## src/rtl/serial_adder_pkg.sv

```systemverilog
// Shared constants for the bit-serial adder: FSM encoding, default width,
// and the bit-counter sizing helper.
package serial_adder_pkg;

    localparam int DEF_WIDTH = 4;

    localparam logic [1:0] ST_IDLE  = 2'd0;
    localparam logic [1:0] ST_SHIFT = 2'd1;
    localparam logic [1:0] ST_DONE  = 2'd2;

    // Counter must index bits 0..w-1 and never be narrower than one bit.
    function automatic int cnt_width(input int w);
        return (w <= 2) ? 1 : $clog2(w);
    endfunction

endpackage

```

## src/rtl/full_adder.sv

```systemverilog
// One-bit full adder: sum and carry of three input bits.
// Latency: purely combinational.
// Backpressure: none, no handshake.
module full_adder (
    input  logic a,
    input  logic b,
    input  logic cin,
    output logic sum,
    output logic cout
);

    assign sum  = a ^ b ^ cin;
    assign cout = (a & b) | (a & cin) | (b & cin);

endmodule

```

## src/rtl/serial_adder.sv

```systemverilog
// Bit-serial WIDTH-bit adder, {COUT,SUM} = A+B+CIN, one bit per clock via u_fa.
// Latency: accept on edge k, result valid from edge k+WIDTH, drain on k+WIDTH+1 earliest.
// Backpressure: IN_READY only in IDLE; result held in DONE until OUT_READY.
module serial_adder
    import serial_adder_pkg::*;
#(
    parameter int WIDTH = DEF_WIDTH
) (
    input  logic             CLK,
    input  logic             RST,
    input  logic             IN_VALID,
    output logic             IN_READY,
    input  logic [WIDTH-1:0] A,
    input  logic [WIDTH-1:0] B,
    input  logic             CIN,
    output logic             OUT_VALID,
    input  logic             OUT_READY,
    output logic [WIDTH-1:0] SUM,
    output logic             COUT,
    output logic             BUSY
);

    localparam int            CW       = cnt_width(WIDTH);
    localparam logic [CW-1:0] CNT_LAST = CW'(WIDTH - 1);

    logic [1:0]       state_q;
    logic [1:0]       state_nxt;
    logic [WIDTH-1:0] ra_q;
    logic [WIDTH-1:0] rb_q;
    logic [WIDTH-1:0] sum_nxt;
    logic             carry_q;
    logic [CW-1:0]    cnt_q;
    logic             fa_s;
    logic             fa_c;
    logic             accept;
    logic             last_bit;
    logic             drain;

    full_adder u_fa (
        .a    (ra_q[0]),
        .b    (rb_q[0]),
        .cin  (carry_q),
        .sum  (fa_s),
        .cout (fa_c)
    );

    assign accept   = (state_q == ST_IDLE)  && IN_VALID;
    assign last_bit = (state_q == ST_SHIFT) && (cnt_q == CNT_LAST);
    assign drain    = (state_q == ST_DONE)  && OUT_READY;

    assign IN_READY  = (state_q == ST_IDLE);
    assign BUSY      = (state_q == ST_SHIFT);
    assign OUT_VALID = (state_q == ST_DONE);

    // New sum bit enters at the MSB so after WIDTH shifts bit 0 lands at SUM[0].
    always_comb begin
        sum_nxt            = SUM >> 1;
        sum_nxt[WIDTH-1]   = fa_s;
    end

    always_comb begin
        state_nxt = state_q;
        case (state_q)
            ST_IDLE:  if (accept)   state_nxt = ST_SHIFT;
            ST_SHIFT: if (last_bit) state_nxt = ST_DONE;
            ST_DONE:  if (drain)    state_nxt = ST_IDLE;
            default:                state_nxt = ST_IDLE;
        endcase
    end

    always_ff @(posedge CLK or posedge RST) begin
        if (RST) begin
            state_q <= ST_IDLE;
            ra_q    <= '0;
            rb_q    <= '0;
            carry_q <= 1'b0;
            cnt_q   <= '0;
            SUM     <= '0;
            COUT    <= 1'b0;
        end else begin
            state_q <= state_nxt;
            if (accept) begin
                ra_q    <= A;
                rb_q    <= B;
                carry_q <= CIN;
                cnt_q   <= '0;
                SUM     <= '0;
                COUT    <= 1'b0;
            end else if (state_q == ST_SHIFT) begin
                ra_q    <= ra_q >> 1;
                rb_q    <= rb_q >> 1;
                carry_q <= fa_c;
                cnt_q   <= cnt_q + 1'b1;
                SUM     <= sum_nxt;
                if (last_bit) begin
                    COUT <= fa_c;
                end
            end
        end
    end

endmodule

```

## config.mk

```make
export PLATFORM = sky130hd
export DESIGN_NAME = serial_adder
export DESIGN_NICKNAME = d
export VERILOG_FILES = /design/src/rtl/serial_adder_pkg.sv /design/src/rtl/full_adder.sv /design/src/rtl/serial_adder.sv
export SDC_FILE = /design/constraint.sdc
export NUM_CORES = 1
export LEC_CHECK = 0
export CAP_MARGIN = 20
export CORE_MARGIN = 5
export CORE_UTILIZATION = 40
export DETAILED_ROUTE_END_ITERATION = 12
export GPL_TIMING_DRIVEN = 0
export HOLD_SLACK_MARGIN = 0.06
export PLACE_DENSITY = 0.64
export SYNTH_ARGS = -nofsm -noshare
export SYNTH_HDL_FRONTEND = slang
export SYNTH_SLANG_ARGS = --single-unit
```

## constraint.sdc

```tcl
create_clock -name CLK -period 2.7 [get_ports CLK]
set_input_delay 0.27 -clock CLK [delete_from_list [all_inputs] [get_ports CLK]]
set_output_delay 0.27 -clock CLK [all_outputs]
set_load 0.02 [all_outputs]
```

==> summary.rpt, run 1 <==
IMPLEMENTATION SUMMARY REPORT
----------------------------------------------------
[Outcome]
  Outcome ........................ finished, final reports clean

[Logic synthesis]
  Total cell area reported by yosys after synthesis ........................ between 800 and 900 um^2
  Biggest area consumer among synthesized cells ........................ dfrtp_1
  Sequential share of the synthesized area ........................ 55.13%
  Syn_nets ........................ 88
  Mapped Area ........................ 817.0 um^2
  Cell total in the yosys stat output ........................ ~73
  Leading post-synthesis cells by cell area ........................ dfrtp_1 (55%), o22ai_1 (9.2%), a21oi_1 (4.3%), a22o_1 (4.3%), inv_1 (2.8%)
  Average cell area after synthesis ........................ 11.19 um^2
  Unique cell types ........................ 24
  Cells after synthesis ........................ between 70 and 80
  Yosys warning tally ........................ 0
  Fraction of post-synthesis cell area in the top cell type by area ........................ between 50% and 60%
  Synth Register Bits ........................ 18

[Power and ir drop]
  Internal Dissipation ........................ 0.0007908 W
  Clock group total power ........................ 0.000164 W
  Comb pwr share ........................ between 50% and 60%
  Share of total power in sequential cells ........................ 37.0%
  Leakage Power ........................ 0.4678 nW
  Top power consumer group ........................ combinational logic
  Share of power burned in the clock network ........................ 12.5%
  Largest voltage drop on the vdd net ........................ 616.8 uV
  Power density over the cells ........................ ~1200 nW/um^2
  Total combinational power ........................ 0.000663 W
  Switching share of power ........................ between 30% and 40%
  Switch Pwr ........................ ~0.00052 W

[Floorplanning]
  FP Core Util ........................ 41.65%
  Total number of placement rows ........................ 16
  I/O pin total ........................ 21
  Chip area ........................ 3046 um^2
  Taps Inserted ........................ 27
  Standard cell core area ........................ about 2000 um^2

[Detailed routing]
  Total length of routed met3 wires ........................ about 120 um
  Routed metal-1 wire length ........................ between 700 and 800 um
  Top metal layer carrying routed signals ........................ met4
  Vias/cell ........................ roughly 5.2
  Routed len/inst ........................ 13.86 um
  Number of remaining DRC errors ........................ 0
  Total via count after detailed routing ........................ between 600 and 700
  1st-iter DRT viols ........................ 17
  Met2 Wirelength ........................ 822 um
  First-pass detailed-route iteration total ........................ 4
  Overall routed net length ........................ between 1500 and 2000 um
  Antenna-violating nets left ........................ 0

[Global routing]
  Maximum number of pins on one net before global-route repair ........................ 19
  Vias in the first global route ........................ 728
  Global routing met3 resource utilization ........................ between 3 and 4%
  Combined global-route utilization of all metal layers ........................ between 10 and 15%
  Global-route wire length before repair ........................ slightly above 3000 um
  M1 GR Usage ........................ between 15 and 20%
  Most utilized layer in the global route result ........................ met2
  Number of antenna violations at the first check in global routing ........................ 0
  Grt total ovfl ........................ 0
  Global-route track usage on met2 ........................ a little under a quarter

[Finish]
  Storage element area ........................ roughly 450 um^2
  Inserted Diodes ........................ 0
  Commonest cells after routing, fill and taps aside ........................ clkdlybuf4s50_1 (20), dfrtp_1 (18), o22ai_1 (12), a21oi_1 (7), inv_1 (6)
  Number of signal-net buffers in the layout ........................ 23
  Non-clock buffering overhead ........................ approximately a fifth
  Multi-input logic portion of the cell area ........................ between 20% and 30%
  Tally of clock buffers in the finished layout ........................ 4
  Final-layout fill cell count ........................ just under 200
  Proportion of layout cells with a drive suffix above 1 ........................ about an eighth
  Registers with the most flip-flops ........................ SUM x4, ra_q x4, rb_q x4
  Inverters ........................ 7
  Multi-input logic area ........................ about 310 um^2
  Clock Network Area Fraction ........................ around 3.3%
  Leading cell type in the layout, fill and taps excluded ........................ clkdlybuf4s50_1
  Largest class ........................ flip-flops and latches
  Final layout net count ........................ 113
  Area added between synthesis and finish ........................ 33.08%
  Multi-input comb cells ........................ 45

[Clock network]
  Post-CTS setup buffer count ........................ 0
  Maximum level of the CTS H-tree ........................ 1
  # hold bufs at CTS ........................ 0
  Resized Gates After CTS ........................ 0
  TritonCTS sink count ........................ 18
  Clk slew on worst S/H paths ........................ roughly 0.11 ns
  TritonCTS clock tree ........................ done
  Clock tree root driver cell ........................ clkbuf_4
  Clock insertion delay at the later pin of the skew report ........................ just under 0.3 ns
  Maximum root-to-sink buffer count ........................ 2

[Final timing]
  Final slew viol count ........................ 0
  Fin Clk Skew ........................ between 0.009 and 0.01 ns
  Period utilisation layout ........................ between 70% and 80%
  Unrepaired setup endpoints after global routing ........................ no
  F_max ........................ roughly 490 MHz
  Setup TNS after final layout ........................ 0 ns
  Pin slew with the least headroom to its limit ........................ 0.6704 ns
  Total of endpoints with negative setup slack in the final report ........................ 0
  Final min period ........................ between 2 and 2.5 ns
  Count of endpoints failing hold in the final timing report ........................ 0
  Worst relative slew slack ........................ between 50 and 60%

[Setup path]
  Kind of start point of the critical path ........................ register
  Family of cells with the greatest summed delay on the critical path ........................ buffers and inverters
  Arrival time of data at the critical path endpoint ........................ approximately 1.8 ns
  Maximum fanout count along the critical path ........................ 9
  Slowest Stage Delay on Critical Path ........................ 0.60 ns
  Worst endpoint required time ........................ about 2.4 ns
  Cell-by-cell listing of the critical path ........................ nand2b_1 -> buf_6 -> inv_4 -> clkdlybuf4s50_1
  Count of buffer and inverter cells on the critical path ........................ 3
  CP endpoint kind ........................ output pin
  Type of the setup path with the least slack ........................ reg2out
  Cell with the biggest individual delay on the critical path ........................ clkdlybuf4s50_1

[Run]
  Number of warnings in the stage logs ........................ 26
  Max cap viols ........................ 0

[Place]
  Gp weighted congestion ........................ about 0.75
  HPWL Detailed ........................ between 1000 and 1500 um

[Min path]
  Class of the tightest hold or removal check ........................ in2async

----------------------------------------------------
[run 1: metrics by stage]
stage	total power [W]	cells	area [um^2]	setup slack, ns	hold slack, ns
floorplan	0.0009338	73	817.0	1.465	0.2086
global placement	0.001147	120	1051	0.9763	0.4817
detailed placement	0.001159	120	1051	0.9632	0.4854
CTS	0.001325	124	1087	0.6368	0.4006
global route	0.001418	124	1087	0.5754	0.4431
finish	0.001312	124	1087	0.6549	0.3646
[run 1: cell families after synthesis]
family	count (synthesis)	share of synthesized area (%)
AOI/OAI and AO/OA	32	27.72
and+or+nand+nor	11	6.740
adders and majority gates	2	3.981
buffers and inverters	10	6.432
DFF	18	55.13
[run 1: worst paths after layout]
path	start	endpoint	slack, ns	cells after the start
setup / recovery	state_q[1]$_DFFE_PP0P_	BUSY	0.65	4
hold / removal	RST	SUM[3]$_DFFE_PP0P_	0.36	2
setup reg to reg	carry_q$_DFFE_PP0P_	COUT$_DFFE_PP0P_	1.33	3
hold reg to reg	cnt_q[0]$_DFFE_PP0P_	cnt_q[0]$_DFFE_PP0P_	0.51	1
max in group asynchronous	RST	state_q[1]$_DFFE_PP0P_	1.90	2
min in group CLK	cnt_q[0]$_DFFE_PP0P_	cnt_q[0]$_DFFE_PP0P_	0.51	1
[run 1: cell usage after synthesis]
master / number
dfrtp_1: 18
o22ai_1: 12
a21oi_1: 7
inv_1: 6
nand2_1: 5
a22o_1: 4
a32o_1: 2
nor2_1: 2
o21ai_0: 2
a221oi_2: 1
buf_2: 1
buf_4: 1
buf_6: 1
fa_1: 1
ha_1: 1
inv_4: 1
nand2b_1: 1
nand2b_2: 1
nand3b_1: 1
o21bai_2: 1
o311ai_0: 1
o31ai_1: 1
o32ai_1: 1
or2_2: 1
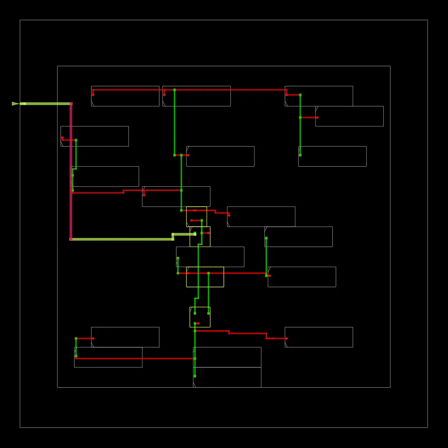
**Above:** run 1 (the clock network).
Seq cells: 18
Inserted Clock Buffers: 3

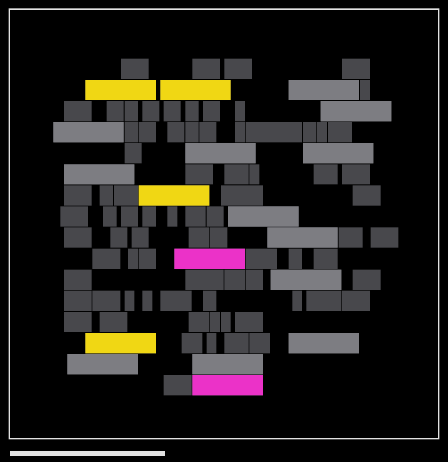
**Above:** run 1 (sequential cells colored by netlist name).
Scale bar: 20 um. Other sequential cells in the stronger gray, the rest of the logic in the fainter gray.
- magenta: state_q (placed flops 2)
- yellow: ra_q (placed flops 4)
- not colored: 12
register fraction of the total cell area: 41.43%
sequential power: 0.000485 W
end-of-flow core utilization: 55.42%

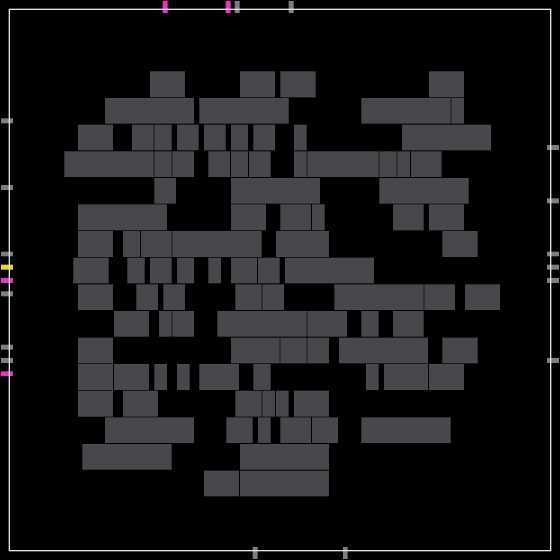
**Above:** run 1 (pin map).
Pins as bars across the die edge, other pins in gray.
- yellow: IN_VALID (pins 1; direction input; edge left)
- magenta: A (pins 4; direction input; edge 2 top, 2 left)
die extent in x: 55.20 um
number of buffer cells added on primary ports: 20
die height: 55.20 um

**Run 1: wiring by layer**

Only two layers are drawn.
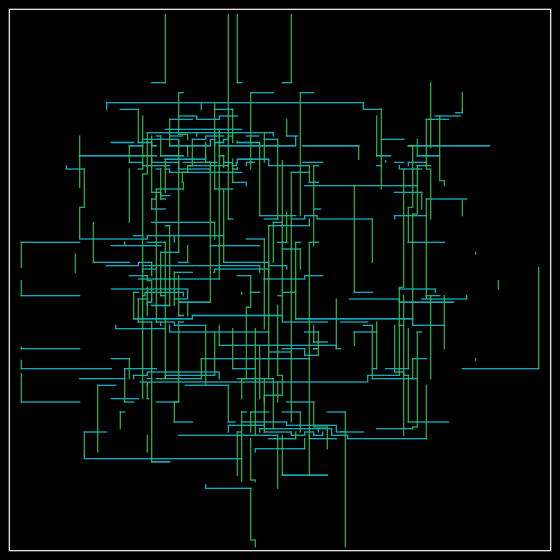

==> run 2, diff against run 1 <==
--- a/config.mk
+++ b/config.mk
@@ -11,7 +11,7 @@
 export DETAILED_ROUTE_END_ITERATION = 12
 export GPL_TIMING_DRIVEN = 0
 export HOLD_SLACK_MARGIN = 0.06
-export PLACE_DENSITY = 0.64
+export PLACE_DENSITY = 0.66
 export SYNTH_ARGS = -nofsm -noshare
 export SYNTH_HDL_FRONTEND = slang
 export SYNTH_SLANG_ARGS = --single-unit
==> constraint.sdc (replaced) <==
create_clock -name CLK -period 1.8 [get_ports CLK]
set_input_delay 0.18 -clock CLK [delete_from_list [all_inputs] [get_ports CLK]]
set_output_delay 0.18 -clock CLK [all_outputs]
set_load 0.02 [all_outputs]
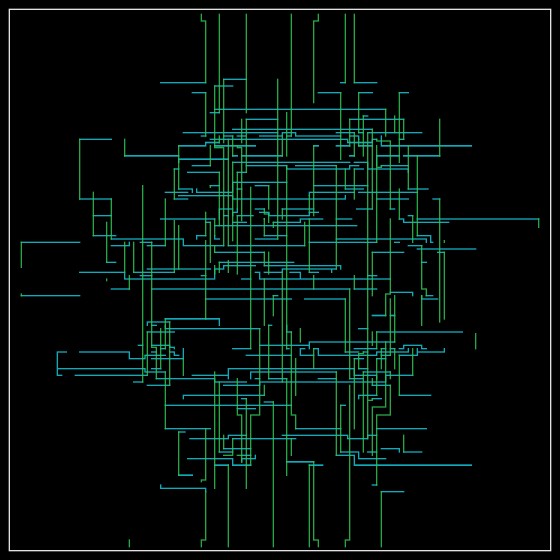
**Above:** run 2 (wiring by layer).
Only two layers are drawn.
- cyan: M1 (wire length 860 um)
- green: M2 (wire length 835 um)
routed len/inst: 14.51 um
overall routed net length: 1785 um
total via count after detailed routing: 672

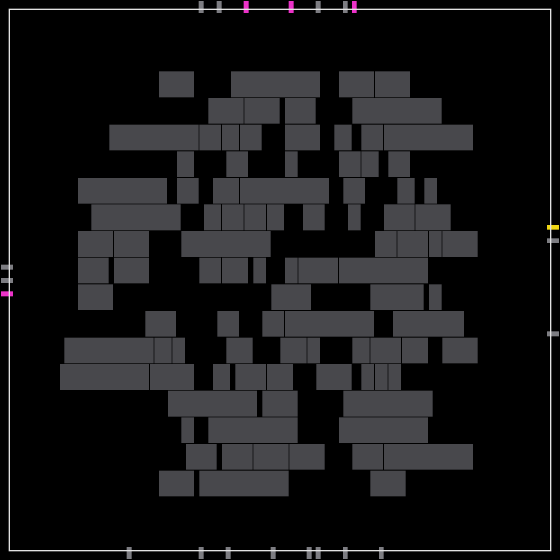
**Above:** run 2 (pin map).
Pins as bars across the die edge, other pins in gray.
- yellow: IN_VALID (pins 1; direction input; edge right)
- magenta: A (pins 4; direction input; edge 3 top, 1 left)
- all pins by edge: 8 bottom, 7 top, 3 left, 3 right

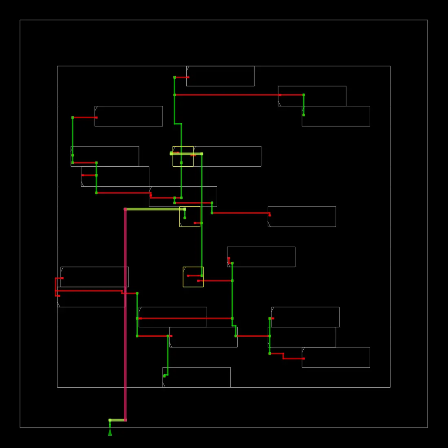
**Above:** run 2 (the clock network).
TritonCTS sink count: 18
tally of clock buffers in the finished layout: 3
clock group total power: 0.000194 W

==> summary.rpt, run 2 <==
IMPLEMENTATION SUMMARY REPORT
----------------------------------------------------
[Setup path]
  Worst setup path endpoint ........................ BUSY
  Critical Path Start ........................ state_q[1]$_DFFE_PP0P_
  Slowest Stage Delay on Critical Path ........................ 0.45 ns (-0.15 ns)
  Depth of the worst register-to-register path ........................ 3 (unchanged)
  Kind of start point of the critical path ........................ register
  End of the worst register-to-register path ........................ COUT$_DFFE_PP0P_
  Type of the setup path with the least slack ........................ reg2out
  Cell with the biggest individual delay on the critical path ........................ dfrtp_1
  Worst endpoint required time ........................ 1.62 ns (-0.81 ns)
  Cell-by-cell listing of the critical path ........................ nand2b_1 -> buf_6 -> inv_4 -> dlygate4sd2_1
  Worst reg-to-reg setup slack ........................ 0.46 ns (-0.87 ns)
  Maximum fanout count along the critical path ........................ 9 (unchanged)
  Arrival time of data at the critical path endpoint ........................ 1.48 ns (-0.30 ns)
  Launch instance of the worst register-to-register path ........................ rb_q[0]$_DFFE_PP0P_
  Logic depth of the worst path, buffers included ........................ 4 (unchanged)

[Final timing]
  Setup TNS after final layout ........................ 0 ns (unchanged)
  Final slew viol count ........................ 0 (unchanged)
  Total of endpoints with negative setup slack in the final report ........................ 0 (unchanged)
  Count of endpoints failing hold in the final timing report ........................ 0 (unchanged)
  Unrepaired setup endpoints after global routing ........................ no
  Min Hold Slack ........................ 0.3012 ns (-0.06335 ns)
  Pin slew with the least headroom to its limit ........................ 0.6951 ns (+0.02471 ns)
  Fin Clk Skew ........................ 0.004197 ns (-0.004955 ns)
  Period utilisation layout ........................ roughly 92%
  Final min period ........................ about 1.7 ns
  Setup slack after layout ........................ 0.1410 ns (-0.5140 ns)
  F_max ........................ around 600 MHz
  Worst relative slew slack ........................ 53.61% (-1.6 points)

[Detailed routing]
  1st-iter DRT viols ........................ 13 (-4)
  First-pass detailed-route iteration total ........................ 4 (unchanged)
  Antenna-violating nets left ........................ 0 (unchanged)
  Number of remaining DRC errors ........................ 0 (unchanged)
  Met2 Wirelength ........................ 835 um (+1.6%)
  Total length of routed met3 wires ........................ 62 um (-48%)
  Vias/cell ........................ 5.463 (+4.4%)

[Power and ir drop]
  Largest voltage drop on the vdd net ........................ 1057 uV (+71%)
  Power density over the cells ........................ 1788 nW/um^2 (+48%)
  Overall power after layout ........................ 0.001913 W (+46%)

[Clock network]
  Post-CTS setup buffer count ........................ 0 (unchanged)
  # hold bufs at CTS ........................ 0 (unchanged)
  Inserted Clock Buffers ........................ 3 (unchanged)
  Clk slew on worst S/H paths ........................ 0.10 ns (about the same)
  Clock tree root driver cell ........................ clkbuf_4
  TritonCTS clock tree ........................ done
  Maximum root-to-sink buffer count ........................ 2 (unchanged)
  Clock insertion delay at the later pin of the skew report ........................ 0.28 ns (about the same)
  Maximum level of the CTS H-tree ........................ 1 (unchanged)
  Resized Gates After CTS ........................ 3 (+3)

[Logic synthesis]
  Flip-flops with a built-in enable ........................ 0 (unchanged)
  Most used standard cell by instance count after synthesis ........................ dfrtp_1
  Leading post-synthesis cells by cell area ........................ dfrtp_1 (55%), o22ai_1 (9.2%), a21oi_1 (4.3%), a22o_1 (4.3%), inv_1 (2.8%)
  Commonest flop ........................ dfrtp_1
  Biggest area consumer among synthesized cells ........................ dfrtp_1
  Mapped Area ........................ 817.0 um^2 (unchanged)
  Total cell area reported by yosys after synthesis ........................ 817.0 um^2 (unchanged)
  Commonest cells in the synthesized netlist ........................ dfrtp_1 (18), o22ai_1 (12), a21oi_1 (7)
  Fraction of post-synthesis cell area in the top cell type by area ........................ 55.13% (unchanged)
  Sequential share of the synthesized area ........................ 55.13% (unchanged)
  Syn_nets ........................ 88 (unchanged)
  Average cell area after synthesis ........................ 11.19 um^2 (unchanged)
  Cells after synthesis ........................ 73 (unchanged)
  Synth Register Bits ........................ 18 (unchanged)
  Yosys warning tally ........................ 0 (unchanged)
  Unique cell types ........................ 24 (unchanged)
  Share of flip-flops with an asynchronous set or reset ........................ 100.0% (unchanged)

[Global routing]
  Number of antenna violations at the first check in global routing ........................ 0 (unchanged)
  Maximum number of pins on one net before global-route repair ........................ 19 (unchanged)
  Vias in the first global route ........................ 635 (-13%)
  Global routing met3 resource utilization ........................ 1.877% (-1.3 points)
  Global-route track usage on met2 ........................ 21.26% (-2.4 points)
  Combined global-route utilization of all metal layers ........................ 13.33% (-1.1 points)
  Most utilized layer in the global route result ........................ met2
  M1 GR Usage ........................ 16.81% (-0.84 points)
  Grt total ovfl ........................ 0 (unchanged)

[Place]
  Gp weighted congestion ........................ 0.7842 (+4.9%)
  Placed cell count ........................ 120 (unchanged)
  HPWL Detailed ........................ 1292 um (-0.97%)
  Number of buffer cells added on primary ports ........................ 20 (unchanged)
  Worst slack, placed ........................ 0.1718 ns (-0.7914 ns)

[Floorplanning]
  Die extent in x ........................ 55.20 um (unchanged)
  Chip area ........................ 3046 um^2 (unchanged)
  FP Core Util ........................ 41.65% (unchanged)
  Total number of placement rows ........................ 16 (unchanged)
  Die height ........................ 55.20 um (unchanged)
  I/O pin total ........................ 21 (unchanged)
  Standard cell core area ........................ 1962 um^2 (unchanged)

[Finish]
  Final layout net count ........................ 113 (unchanged)
  Area added between synthesis and finish ........................ 30.93%
  Commonest cells after routing, fill and taps aside ........................ dfrtp_1 (18), clkdlybuf4s50_1 (17), o22ai_1 (12), a21oi_1 (7), inv_1 (6)
  Final std cells w/o fill ........................ 123 (-0.81%)
  Inserted Diodes ........................ 0 (unchanged)
  Leading cell type in the layout, fill and taps excluded ........................ dfrtp_1
  Design Area, Final ........................ 1070 um^2 (-1.6%)
  Registers with the most flip-flops ........................ SUM x4, ra_q x4, rb_q x4
  Proportion of layout cells with a drive suffix above 1 ........................ 11.46% (-0.91 points)

[Outcome]
  Outcome ........................ finished, final reports clean

[Min path]
  Class of the tightest hold or removal check ........................ in2async

[Run]
  Max cap viols ........................ 0 (unchanged)
  Number of warnings in the stage logs ........................ 26 (unchanged)

----------------------------------------------------
==> run 2: cell types whose count changed in the layout (fill, tap and decap cells not counted) <==
cell             previous run  this run
clkdlybuf4s50_1            20        17
dlygate4sd2_1               0         3
clkbuf_8                    1         0
==> run 2: worst min-delay path by stage <==
| stage | startpoint | end | slack [ns] |
|---|---|---|---|
| 6_report | RST | carry_q$_DFFE_PP0P_ | 0.30 |
| 5_1_grt | RST | SUM[0]$_DFFE_PP0P_ | 0.36 |
| 4_1_cts | RST | ra_q[2]$_DFFE_PP0P_ | 0.32 |
| 3_5_place_dp | SUM[0]$_DFFE_PP0P_ | SUM[0]$_DFFE_PP0P_ | 0.48 |
| 3_3_place_gp | ra_q[3]$_DFFE_PP0P_ | ra_q[3]$_DFFE_PP0P_ | 0.48 |
| 2_1_floorplan | RST | COUT$_DFFE_PP0P_ | 0.12 |
==> run 2: cell families (layout without fill, tap and decap cells) <==
family                   count (synthesis)  after routing  share of synthesized area, %
flip-flops                              18             18                         55.13
buffers and inverters                   10             33                         6.432
AND/OR/NAND/NOR                         11             11                         6.740
AND-OR/OR-AND                           32             32                         27.72
adder cells (fa/ha/maj)                  2              2                         3.981
==> run 2: report_power, final <==
| part | total, W | leakage, nW | switching, W | internal [W] |
|---|---|---|---|---|
| registers | 0.000727 | 0.221 | 0.000133 | 0.000594 |
| clock network | 0.000194 | 0.0138 | 0.000116 | 0.0000776 |
| logic | 0.000992 | 0.233 | 0.000540 | 0.000452 |
==> run 2: final cells by class <==
type / instances / area [um^2]
inverters: 7 / 28.78
plain buffers: 3 / 23.77
well taps: 27 / 33.78
clock buffers: 3 / 22.52
fillers: 194 / 892.1
flip-flops and latches: 18 / 450.4
repair buffers: 20 / 196.4
multi-input cells: 45 / 314.1
Power and IR drop assume default switching activity.
